--- config.mk ---
export PLATFORM = sky130hd
export DESIGN_NAME = program_loader
export DESIGN_NICKNAME = d
export VERILOG_FILES = /design/src/rtl/program_loader.sv
export SDC_FILE = /design/constraint.sdc
export NUM_CORES = 1
export LEC_CHECK = 0
export ABC_CLOCK_PERIOD_IN_PS = 2600
export CAP_MARGIN = 20
export CORE_MARGIN = 2
export CORE_UTILIZATION = 46
export CTS_BUF_LIST = sky130_fd_sc_hd__clkbuf_4
export DETAILED_ROUTE_END_ITERATION = 10
export PLACE_DENSITY = 0.89
export SYNTH_ARGS = -nofsm -noshare
export SYNTH_HDL_FRONTEND = slang
export SYNTH_SLANG_ARGS = --single-unit
--- constraint.sdc ---
create_clock -name clk -period 2.6 [get_ports clk]
set_input_delay 0.65 -clock clk [delete_from_list [all_inputs] [get_ports clk]]
set_output_delay 0.65 -clock clk [all_outputs]
set_load 0.02 [all_outputs]
--- src/rtl/program_loader.sv ---
// program_loader: writes a stream of instruction/data items into consecutive program RAM words
// while holding the CPU in clear. Define LOADER_READBACK_EN to verify each word via mem_rdata.
module program_loader #(
  parameter int ADDR_W   = 4,
  parameter int OPCODE_W = 3,
  parameter int DATA_W   = 8
) (
  input  logic                       clk,
  input  logic                       reg_clr,
  input  logic                       load_start,
  input  logic [ADDR_W-1:0]          load_base,
  input  logic                       in_valid,
  output logic                       in_ready,
  input  logic                       in_kind,
  input  logic [OPCODE_W-1:0]        in_opcode,
  input  logic [DATA_W-OPCODE_W-1:0] in_operand,
  input  logic [DATA_W-1:0]          in_data,
  input  logic                       in_last,
  output logic [ADDR_W-1:0]          mem_addr,
  output logic [DATA_W-1:0]          mem_wdata,
  output logic                       mem_wr,
  input  logic [DATA_W-1:0]          mem_rdata,
  output logic                       cpu_hold,
  output logic                       load_done,
  output logic                       load_err,
  output logic [1:0]                 err_code
);

  localparam logic [ADDR_W-1:0]   PTR_MAX      = {ADDR_W{1'b1}};
  localparam logic [OPCODE_W-1:0] OP_MAX       = OPCODE_W'(4);
  localparam logic [1:0]          ERR_OPCODE   = 2'd1;
  localparam logic [1:0]          ERR_OVERFLOW = 2'd2;
  localparam logic [1:0]          ERR_READBACK = 2'd3;

  typedef enum logic [2:0] {
    S_IDLE,
    S_ACCEPT,
    S_WRITE,
    S_CHECK,
    S_RELEASE,
    S_ERROR
  } state_t;

  state_t              state_q, state_d;
  logic [ADDR_W-1:0]   ptr_q, ptr_d;
  logic                last_q, last_d;
  logic [ADDR_W-1:0]   mem_addr_q, mem_addr_d;
  logic [DATA_W-1:0]   mem_wdata_q, mem_wdata_d;
  logic                mem_wr_q, mem_wr_d;
  logic                cpu_hold_q, cpu_hold_d;
  logic                load_done_q, load_done_d;
  logic                load_err_q, load_err_d;
  logic [1:0]          err_code_q, err_code_d;
  logic [DATA_W-1:0]   item_word;
  logic                item_bad;
  logic                item_finished;

`ifndef LOADER_READBACK_EN
  logic rdata_unused;
  assign rdata_unused = ^mem_rdata;
`endif

  always_comb begin
    item_word = in_kind ? in_data : {in_opcode, in_operand};
    item_bad  = !in_kind && (in_opcode > OP_MAX);
  end

  always_comb begin
    state_d       = state_q;
    ptr_d         = ptr_q;
    last_d        = last_q;
    mem_addr_d    = mem_addr_q;
    mem_wdata_d   = mem_wdata_q;
    mem_wr_d      = 1'b0;
    cpu_hold_d    = cpu_hold_q;
    load_done_d   = 1'b0;
    load_err_d    = load_err_q;
    err_code_d    = err_code_q;
    item_finished = 1'b0;

    case (state_q)
      S_IDLE, S_ERROR: begin
        if (load_start) begin
          ptr_d      = load_base;
          cpu_hold_d = 1'b1;
          load_err_d = 1'b0;
          err_code_d = 2'd0;
          state_d    = S_ACCEPT;
        end
      end
      S_ACCEPT: begin
        if (in_valid) begin
          last_d = in_last;
          if (item_bad) begin
            err_code_d = ERR_OPCODE;
            load_err_d = 1'b1;
            state_d    = S_ERROR;
          end else begin
            mem_addr_d  = ptr_q;
            mem_wdata_d = item_word;
            mem_wr_d    = 1'b1;
            state_d     = S_WRITE;
          end
        end
      end
      S_WRITE: begin
`ifdef LOADER_READBACK_EN
        state_d = S_CHECK;
`else
        item_finished = 1'b1;
`endif
      end
      S_CHECK: begin
`ifdef LOADER_READBACK_EN
        // mem_addr still points at the word just written; RAM read is combinational
        if (mem_rdata != mem_wdata_q) begin
          err_code_d = ERR_READBACK;
          load_err_d = 1'b1;
          state_d    = S_ERROR;
        end else begin
          item_finished = 1'b1;
        end
`else
        state_d = S_IDLE;
`endif
      end
      S_RELEASE: begin
        cpu_hold_d  = 1'b0;
        load_done_d = 1'b1;
        state_d     = S_IDLE;
      end
      default: state_d = S_IDLE;
    endcase

    // Post-write bookkeeping; the pointer saturates into an error rather than wrapping
    if (item_finished) begin
      if (last_q) begin
        state_d = S_RELEASE;
      end else if (ptr_q == PTR_MAX) begin
        err_code_d = ERR_OVERFLOW;
        load_err_d = 1'b1;
        state_d    = S_ERROR;
      end else begin
        ptr_d   = ptr_q + ADDR_W'(1);
        state_d = S_ACCEPT;
      end
    end
  end

  always_ff @(posedge clk) begin
    if (reg_clr) begin
      state_q     <= S_IDLE;
      ptr_q       <= '0;
      last_q      <= 1'b0;
      mem_addr_q  <= '0;
      mem_wdata_q <= '0;
      mem_wr_q    <= 1'b0;
      cpu_hold_q  <= 1'b0;
      load_done_q <= 1'b0;
      load_err_q  <= 1'b0;
      err_code_q  <= 2'd0;
    end else begin
      state_q     <= state_d;
      ptr_q       <= ptr_d;
      last_q      <= last_d;
      mem_addr_q  <= mem_addr_d;
      mem_wdata_q <= mem_wdata_d;
      mem_wr_q    <= mem_wr_d;
      cpu_hold_q  <= cpu_hold_d;
      load_done_q <= load_done_d;
      load_err_q  <= load_err_d;
      err_code_q  <= err_code_d;
    end
  end

  assign in_ready  = (state_q == S_ACCEPT);
  assign mem_addr  = mem_addr_q;
  assign mem_wdata = mem_wdata_q;
  assign mem_wr    = mem_wr_q;
  assign cpu_hold  = cpu_hold_q;
  assign load_done = load_done_q;
  assign load_err  = load_err_q;
  assign err_code  = err_code_q;

endmodule

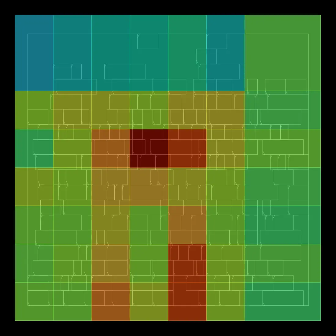
*Track usage over the die, run 1*
Final Util: 0.681
met1 global-route usage: 0.262
drt wl/cell: 14.3 µm

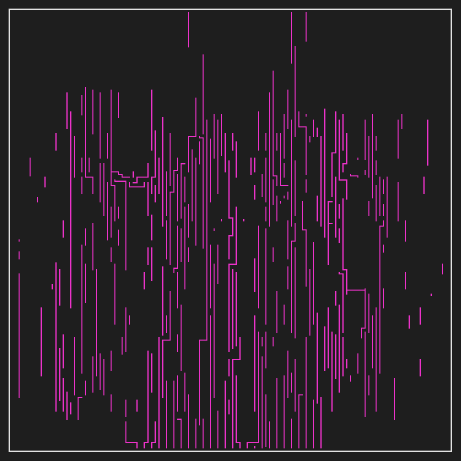
*Met2 routing, run 1*
(8 px per µm)
share of all routed wire = 52%
nets with wire on the layer = 178
GR Util met2: 0.405
WL final: 2.90 mm
vias post-DR: 1123

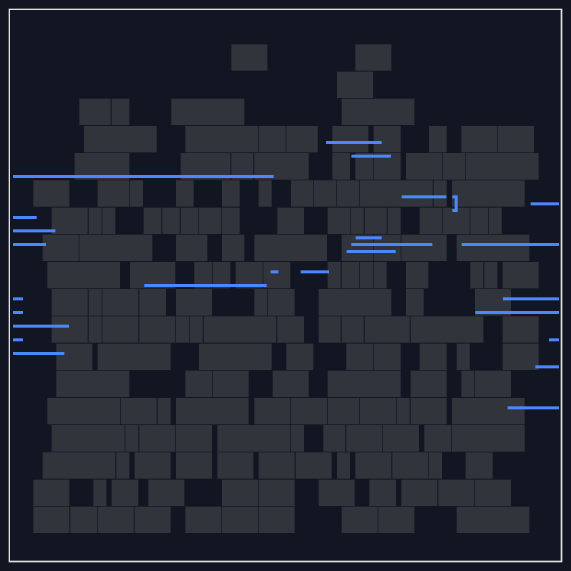
*The metal 3 layer, run 1*
(10 px per µm) Cells faint in the background.
longest straight run = 25.8 µm
share of all routed wire = 4.3%
wire length on this layer = 124 µm
GRT met3 Usage: 0.0565

==> out/results.ini, run 1 <==
[outcome]
status=completed

[route]
via_per_inst=5.53
first_pass_iters=4

[power_and_ir_drop]
powerSeq_uw=436
combPwrFrac=0.217
power_frac_clock=0.223

[critical_path]
r2r_end=mem_wdata[1]
cp.required_ns=1.95
cp-startpoint=state_q[0]
ff2ff_path_depth=5
end_kind=output port

[timing]
fin_tns_setup_ns=0
finalHoldViolCount=0
skew_ns=0.00843

[cts]
path_clk_slew_ns=0.14

[synthesis]
ys_types=38
syn-num-nets=165

[worst_hold_path]
min_to=state_q[0]

[layout]
diodes=0
fin_nets=209

run 1: final cells by class:
| cell class | count | area [µm²] |
|---|---|---|
| Sequential cell | 26 | 520 |
| Fill cell | 201 | 790 |
| Multi-Input combinational cell | 91 | 614 |
| Timing Repair Buffer | 49 | 478 |
| Clock inverter | 1 | 3.75 |
| Tap cell | 30 | 37.5 |
| Inverter | 3 | 11.3 |
| Clock buffer | 3 | 22.5 |
run 1: registers in the layout (all words and copies together), names as in the netlist:
name / cells
mem_wdata: 8
mem_addr: 4
ptr_q: 4
state_q: 3
err_code: 2
cpu_hold: 1
last_q: 1
load_done: 1
load_err: 1
mem_wr: 1
run 1: metal layers:
layer / routed length, µm / share of wire / global-route usage
met3: 124 / 0.043 / 0.0565
met1: 1250 / 0.43 / 0.262
met4: 22 / 0.0076 / 0.0488
met5: 0 / 0 / 0
met2: 1510 / 0.52 / 0.405
run 1: critical path: cells and delay by family, from the launching register on:
kind / cells / cell delay (ns)
buffers and inverters: 1 / 0.61
DFF: 1 / 0.55
and+or+nand+nor: 2 / 0.24
run 1: cell usage after synthesis:
library cell | count | share of area
a21oi_1 | 5 | 0.021
mux2i_1 | 11 | 0.092
a221oi_2 | 1 | 0.013
nor2_1 | 20 | 0.063
a31oi_1 | 3 | 0.016
buf_2 | 4 | 0.017
ha_1 | 1 | 0.010
and2_2 | 1 | 0.0063
o21a_1 | 1 | 0.0063
buf_4 | 3 | 0.019
a311oi_1 | 2 | 0.015
nor3b_2 | 1 | 0.010
nor3_1 | 6 | 0.025
o22ai_1 | 1 | 0.0052
nand3b_1 | 1 | 0.0063
dfxtp_1 | 26 | 0.43
a211oi_1 | 8 | 0.050
xnor2_1 | 1 | 0.0073
nand3_1 | 3 | 0.013
o311ai_1 | 1 | 0.0073
o21ai_1 | 1 | 0.0042
nor4bb_1 | 1 | 0.0083
a2111oi_0 | 1 | 0.0073
nand2b_1 | 2 | 0.010
a21o_1 | 1 | 0.0063
clkbuf_1 | 3 | 0.0094
nor3b_1 | 1 | 0.0063
inv_1 | 3 | 0.0094
or3_1 | 1 | 0.0052
nor2b_1 | 5 | 0.026
and4bb_1 | 1 | 0.010
a21oi_2 | 1 | 0.0073
nand2b_4 | 1 | 0.011
or4b_1 | 1 | 0.0083
nand2_1 | 4 | 0.013
a2bb2oi_2 | 1 | 0.013
nor4_1 | 1 | 0.0052
nor2_2 | 1 | 0.0052
run 1: per-stage QoR:
step / power [mW] / hold WS [ns] / std cells / setup WS (ns) / area, µm²
after floorplan: 0.533 / 0.428 / 130 / 0.868 / 1200
after global placement: 0.607 / 0.449 / 199 / 0.428 / 1660
after detailed placement: 0.614 / 0.464 / 199 / 0.383 / 1660
after CTS: 0.783 / 0.480 / 203 / 0.217 / 1690
after global routing: 0.817 / 0.509 / 203 / 0.0829 / 1690
final: 0.780 / 0.479 / 203 / 0.215 / 1690
run 1: cells by family after synthesis:
family,count (synthesis),synth area share
mux,11,0.0918
buf+inv,13,0.0542
xor+xnor,1,0.00730
simple gates,51,0.233
fa+ha+maj,1,0.0104
flops,26,0.434
compound gates,27,0.170
### The metal 1 layer, run 1

(8 px per µm) Supply wires on this layer in grey. Cells faint in the background.
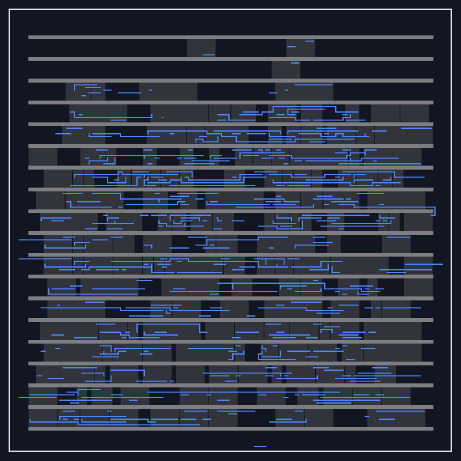

==> run 2, diff against run 1 <==
--- a/config.mk
+++ b/config.mk
@@ -5,13 +5,15 @@
 export SDC_FILE = /design/constraint.sdc
 export NUM_CORES = 1
 export LEC_CHECK = 0
+export ABC_AREA = 1
 export ABC_CLOCK_PERIOD_IN_PS = 2600
 export CAP_MARGIN = 20
 export CORE_MARGIN = 2
-export CORE_UTILIZATION = 46
+export CORE_UTILIZATION = 47
 export CTS_BUF_LIST = sky130_fd_sc_hd__clkbuf_4
+export CTS_CLUSTER_DIAMETER = 120
 export DETAILED_ROUTE_END_ITERATION = 10
-export PLACE_DENSITY = 0.89
+export PLACE_DENSITY = 0.9
 export SYNTH_ARGS = -nofsm -noshare
 export SYNTH_HDL_FRONTEND = slang
 export SYNTH_SLANG_ARGS = --single-unit
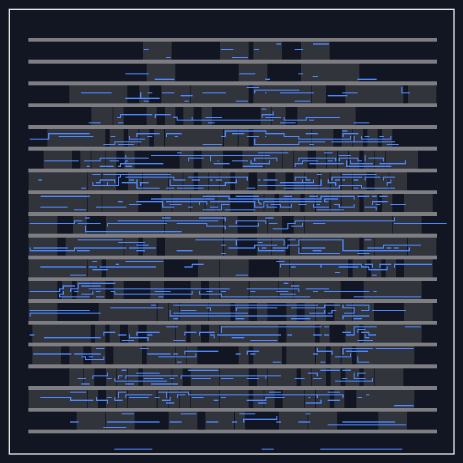
*The metal 1 layer, run 2*
(8 px per µm) Supply wires on this layer in grey. Cells faint in the background.
nets with wire on the layer = 230
longest straight run = 20.2 µm
main direction = horizontal
share of all routed wire = 44%
WL final: 2.80 mm
vias post-DR: 1242
met1 global-route usage: 0.223

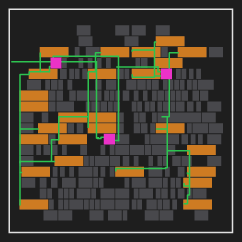
*Clock wires, drivers and flops, run 2*
(4 px per µm)
clock-net drivers -> magenta  # count 3
clock wires -> green  # length 298 µm
flip-flops -> orange  # count 26
routed clock nets = 4

==> run 2 against run 1 <==
Setup slack improved by 0.074 ns. Power rose by 35%. Synthesized cell count rose by 38%. Sequential share of layout area fell by 1.3 points. Count of clock-buffer cells in the layout did not move. Die size rose by 1.2%. Global-route usage fell by 2.6 points. Synthesized area rose by 3.5%. Largest cell class unchanged. Highest routed layer unchanged.
==> out/results.ini, run 2 <==
[cts]
clockBufferDepth=2  ; unchanged
path_clk_slew_ns=0.14  ; about the same
cts_tree=yes  ; unchanged
cts_sinks=26  ; unchanged
cts_resized=0  ; unchanged

[layout]
fin_nets=262  ; was 209
fin_cells=256  ; was 203
largest_reg_flops=8  ; unchanged
diodes=0  ; unchanged
area_growth_pct=41.9  ; was 40.7%
drive_above_1_share=0.0841  ; was 0.0867
fill_cells=203  ; was 201

[synthesis]
top_area_frac=0.419  ; was 0.434
postSynth.asyncResetShare=0  ; unchanged
synthTopCellsByCount=nand2_1, nor2_1, dfxtp_1  ; was dfxtp_1, nor2_1, mux2i_1
syn-num-nets=215  ; was 165
ys_top_cells_by_area=dfxtp_1, nand2_1, nor2_1, o21ai_0, a21oi_1  ; was dfxtp_1, mux2i_1, nor2_1, a211oi_1, nor2b_1
ys_cells=180  ; was 130
yosysSeqAreaShare=0.419  ; was 0.434
netlist_instances=180  ; was 130
synthesis.area_um2=1240  ; was 1200 µm²
ys_types=26  ; was 38
edf_count=0  ; unchanged
yosys.area.top_type=dfxtp_1  ; unchanged
top_cell=nand2_1  ; was dfxtp_1
ff_type=dfxtp_1  ; unchanged

[route]
drc=0  ; unchanged
ant_nets=0  ; unchanged
wl_per_cell_um=11.0  ; was 14.3 µm
via_per_inst=4.85  ; was 5.53
first_pass_iters=4  ; unchanged

[critical_path]
cp-start-kind=flop  ; unchanged
path_max_fanout=5  ; was 11
end_kind=output port  ; unchanged
worstPathArrival_ns=1.66  ; was 1.74 ns
cp.required_ns=1.95  ; about the same

[timing]
finalHoldViolCount=0  ; unchanged
fin_tns_setup_ns=0  ; unchanged
period_needed_ns=2.31  ; was 2.39 ns
maxSlewViolCount=0  ; unchanged
finalSetupViolations=0  ; unchanged
skew_ns=0.00250  ; was 0.00843 ns
worst_slew_pin_slew_ns=0.454  ; was 0.395 ns

[grt]
grt_pass1_vias=1171  ; was 1067
grt_max_degree=18  ; was 16

[worst_hold_path]
hp-class=reg -> reg  ; unchanged

[outcome]
status=completed  ; unchanged

[die]
pin_count=53  ; unchanged
dieArea_um2=3070  ; was 3030 µm²

[place]
dp_cells=252  ; was 199

run 2: netlist changes by cell type in the layout (fill, tap and decap cells not counted), sizes merged, moves of 6 or more:
cell    delta
nand2     +47
o21ai     +19
inv       +16
mux2i     -11
nor2       +9
a211oi     -8
a21oi      +6
run 2: logic make-up after synthesis:
kind of cell	after synthesis	synth area share
AND-OR/OR-AND	35	0.155
XOR/XNOR	1	0.00705
adder cells (fa/ha/maj)	1	0.0101
buffers and inverters	23	0.0775
flip-flops	26	0.419
AND/OR/NAND/NOR	94	0.331
run 2: critical path, cell delays in order, from the launching register on:
cell	delay (ns)
dfxtp_1	0.42
nand2_1	0.11
nor2_4	0.17
clkdlybuf4s50_1	0.63
run 2: metal layers:
| layer | GRT usage | wire, µm | share of wire | vias up |
|---|---|---|---|---|
| met3 | 0.0562 | 127 | 0.045 | 6 |
| met4 | 0.0836 | 53 | 0.019 | 0 |
| met1 | 0.223 | 1240 | 0.44 | 546 |
| met5 | 0 | 0 | 0 | - |
| li1 | - | - | - | 664 |
| met2 | 0.344 | 1380 | 0.49 | 26 |
run 2: per-stage QoR:
stage / hold slack, ns / cell area [µm²] / power, mW / setup slack [ns] / utilization
6_report: 0.480 / 1760 / 1.05 / 0.289 / 0.705
5_1_grt: 0.505 / 1760 / 1.11 / 0.206 / 0.705
4_1_cts: 0.483 / 1760 / 1.06 / 0.282 / 0.705
3_5_place_dp: 0.462 / 1710 / 0.779 / 0.542 / 0.684
3_3_place_gp: 0.448 / 1710 / 0.774 / 0.545 / 0.684
2_1_floorplan: 0.465 / 1240 / 0.657 / 1.12 / -
run 2: final cells by class:
cell class / count / area, µm² / area share
inverter: 19 / 71.3 / 0.0405
multi-input combinational: 131 / 626 / 0.355
clock buffer: 3 / 22.5 / 0.0128
sequential: 26 / 520 / 0.295
clock inverter: 1 / 30.0 / 0.0170
tap: 30 / 37.5 / 0.0213
timing repair buffer: 46 / 455 / 0.258
run 2: path summary, 6_finish.rpt:
kind          startpoint           to  depth (start not counted)
max reg2reg     ptr_q[1]     ptr_q[2]                          7
min reg2reg  err_code[1]  err_code[1]                          2
max           state_q[0]     in_ready                          3
min          err_code[1]  err_code[1]                          2
run 2: where the power goes:
group	leakage, nW	switching [mW]	total (mW)	internal, mW
combinational	0.542	0.168	0.306	0.138
clock	0.0279	0.123	0.279	0.156
sequential	0.212	0.0276	0.466	0.438
==> run 3, diff against run 2 <==
--- a/config.mk
+++ b/config.mk
@@ -14,6 +14,7 @@
 export CTS_CLUSTER_DIAMETER = 120
 export DETAILED_ROUTE_END_ITERATION = 10
 export PLACE_DENSITY = 0.9
+export SKIP_CTS_REPAIR_TIMING = 1
 export SYNTH_ARGS = -nofsm -noshare
 export SYNTH_HDL_FRONTEND = slang
 export SYNTH_SLANG_ARGS = --single-unit
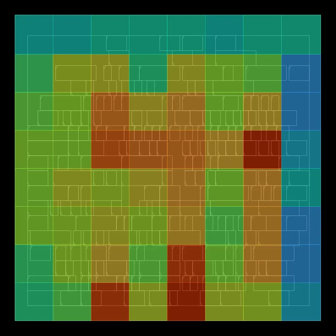
*Track usage over the die, run 3*
GRT met3 Usage: 0.0562
GR Util met2: 0.344
drt wl/cell: 11.0 µm
Final Util: 0.705
GRT Util Overall: 0.197

==> run 3 against run 2 <==
Count of clock-buffer cells in the layout unchanged. Sequential share of layout area stayed put. Setup slack did not move. Sequential power is essentially flat. Clock skew is the same. Die size did not move. Register-to-register slack hardly changed. Global-route usage did not move. Critical path depth stayed put. Synthesized cell count unchanged. Sequential cell count unchanged. Combinational power hardly changed. Largest power group unchanged.
==> out/results.ini, run 3 <==
[synthesis]
top_area_frac=0.419  ; unchanged
edf_count=0  ; unchanged
top_cell=nand2_1  ; unchanged
yosysSeqAreaShare=0.419  ; unchanged
ff_type=dfxtp_1  ; unchanged
ys_cells=180  ; unchanged
synthTopCellsByCount=nand2_1, nor2_1, dfxtp_1  ; unchanged
ys_top_logic_family=simple AND/OR/NAND/NOR gates  ; unchanged
mux_share=0  ; unchanged
syn-num-nets=215  ; unchanged

[die]
pin_count=53  ; unchanged
dieArea_um2=3070  ; unchanged

[timing]
finalSetupViolations=0  ; unchanged
finalHoldViolCount=0  ; unchanged
worst_slack_ns=0.289  ; unchanged
maxSlewViolCount=0  ; unchanged
skew_ns=0.00250  ; unchanged
worst_slew_pin_slew_ns=0.454  ; unchanged
fin_tns_setup_ns=0  ; unchanged

[grt]
grt_pass1_vias=1171  ; unchanged
grt_max_degree=18  ; unchanged

[critical_path]
path_max_fanout=5  ; unchanged
reg2reg_from=ptr_q[1]  ; unchanged
worstPathArrival_ns=1.66  ; about the same
ff2ff_path_depth=7  ; unchanged
cp.required_ns=1.95  ; about the same

[layout]
fin_cells=256  ; unchanged
drive_above_1_share=0.0841  ; unchanged
largest_reg_flops=8  ; unchanged
fin_nets=262  ; unchanged

[route]
drc=0  ; unchanged
via_per_inst=4.85  ; unchanged
ant_nets=0  ; unchanged
wirelength_mm=2.80  ; unchanged

[worst_hold_path]
min_to=err_code[1]  ; unchanged
hold-path-cell-count=2  ; unchanged
hp-class=reg -> reg  ; unchanged

[place]
dp_cells=252  ; unchanged

[cts]
path_clk_slew_ns=0.14  ; about the same

[outcome]
status=completed  ; unchanged

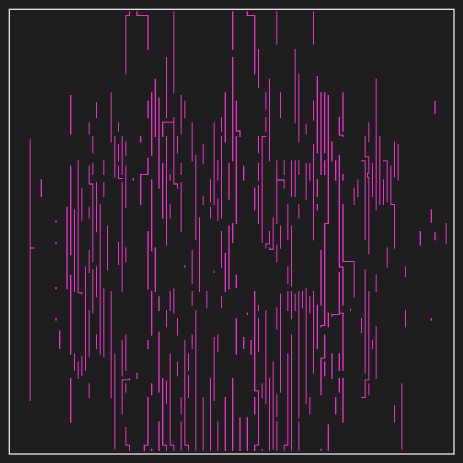
*Met2 routing, run 3*
(8 px per µm)
nets with wire on the layer = 192
share of all routed wire = 49%
wire length on this layer = 1380 µm

==> run 3: cell counts after synthesis <==
No cell type changed its count.
==> run 3: power breakdown <==
part	internal, mW	total (mW)	switching (mW)
sequential	0.438	0.466	0.0276
clock	0.156	0.279	0.123
combinational	0.138	0.306	0.168
==> run 3: worst max-delay path, cell delays in order, from the launching register on <==
cell,delay (ns)
dfxtp_1,0.42
nand2_1,0.11
nor2_4,0.17
clkdlybuf4s50_1,0.63
==> run 3: how the worst max path moves through the flow <==
stage	start	endpoint	slack, ns	cells past startpoint
6_report	state_q[0]	in_ready	0.29	3
5_1_grt	state_q[0]	in_ready	0.21	3
4_1_cts	state_q[0]	in_ready	0.28	3
3_5_place_dp	in_kind	mem_addr[1]	0.54	8
3_3_place_gp	in_kind	mem_wdata[0]	0.55	8
2_1_floorplan	in_kind	mem_wdata[7]	1.12	6
==> run 3: cells by family (layout without fill, tap and decap cells) <==
kind of cell             after synthesis  count (layout)
XOR/XNOR                               1               1
flip-flops                            26              26
AND-OR/OR-AND                         35              35
buffers and inverters                 23              69
AND/OR/NAND/NOR                       94              94
adder cells (fa/ha/maj)                1               1
==> run 3: metrics by stage <==
step / area, µm² / hold slack [ns] / power [mW]
floorplan: 1240 / 0.465 / 0.657
global placement: 1710 / 0.448 / 0.774
detailed placement: 1710 / 0.462 / 0.779
CTS: 1760 / 0.483 / 1.06
global route: 1760 / 0.505 / 1.11
finish: 1760 / 0.480 / 1.05
==> run 3: layout make-up <==
type	instances	area, µm²
multi-input combinational	131	626
fill	203	737
sequential	26	520
inverter	19	71.3
tap	30	37.5
clock inverter	1	30.0
clock buffer	3	22.5
timing repair buffer	46	455
==> run 3: metal layers <==
layer  wire length [µm]  global-route usage  share of wire  vias to the layer above
met1               1240               0.223           0.44                      546
met4                 53              0.0836          0.019                        0
met5                  0                   0              0                        -
met2               1380               0.344           0.49                       26
li1                   -                   -              -                      664
met3                127              0.0562          0.045                        6
Power is estimated from default activity; no workload was simulated.
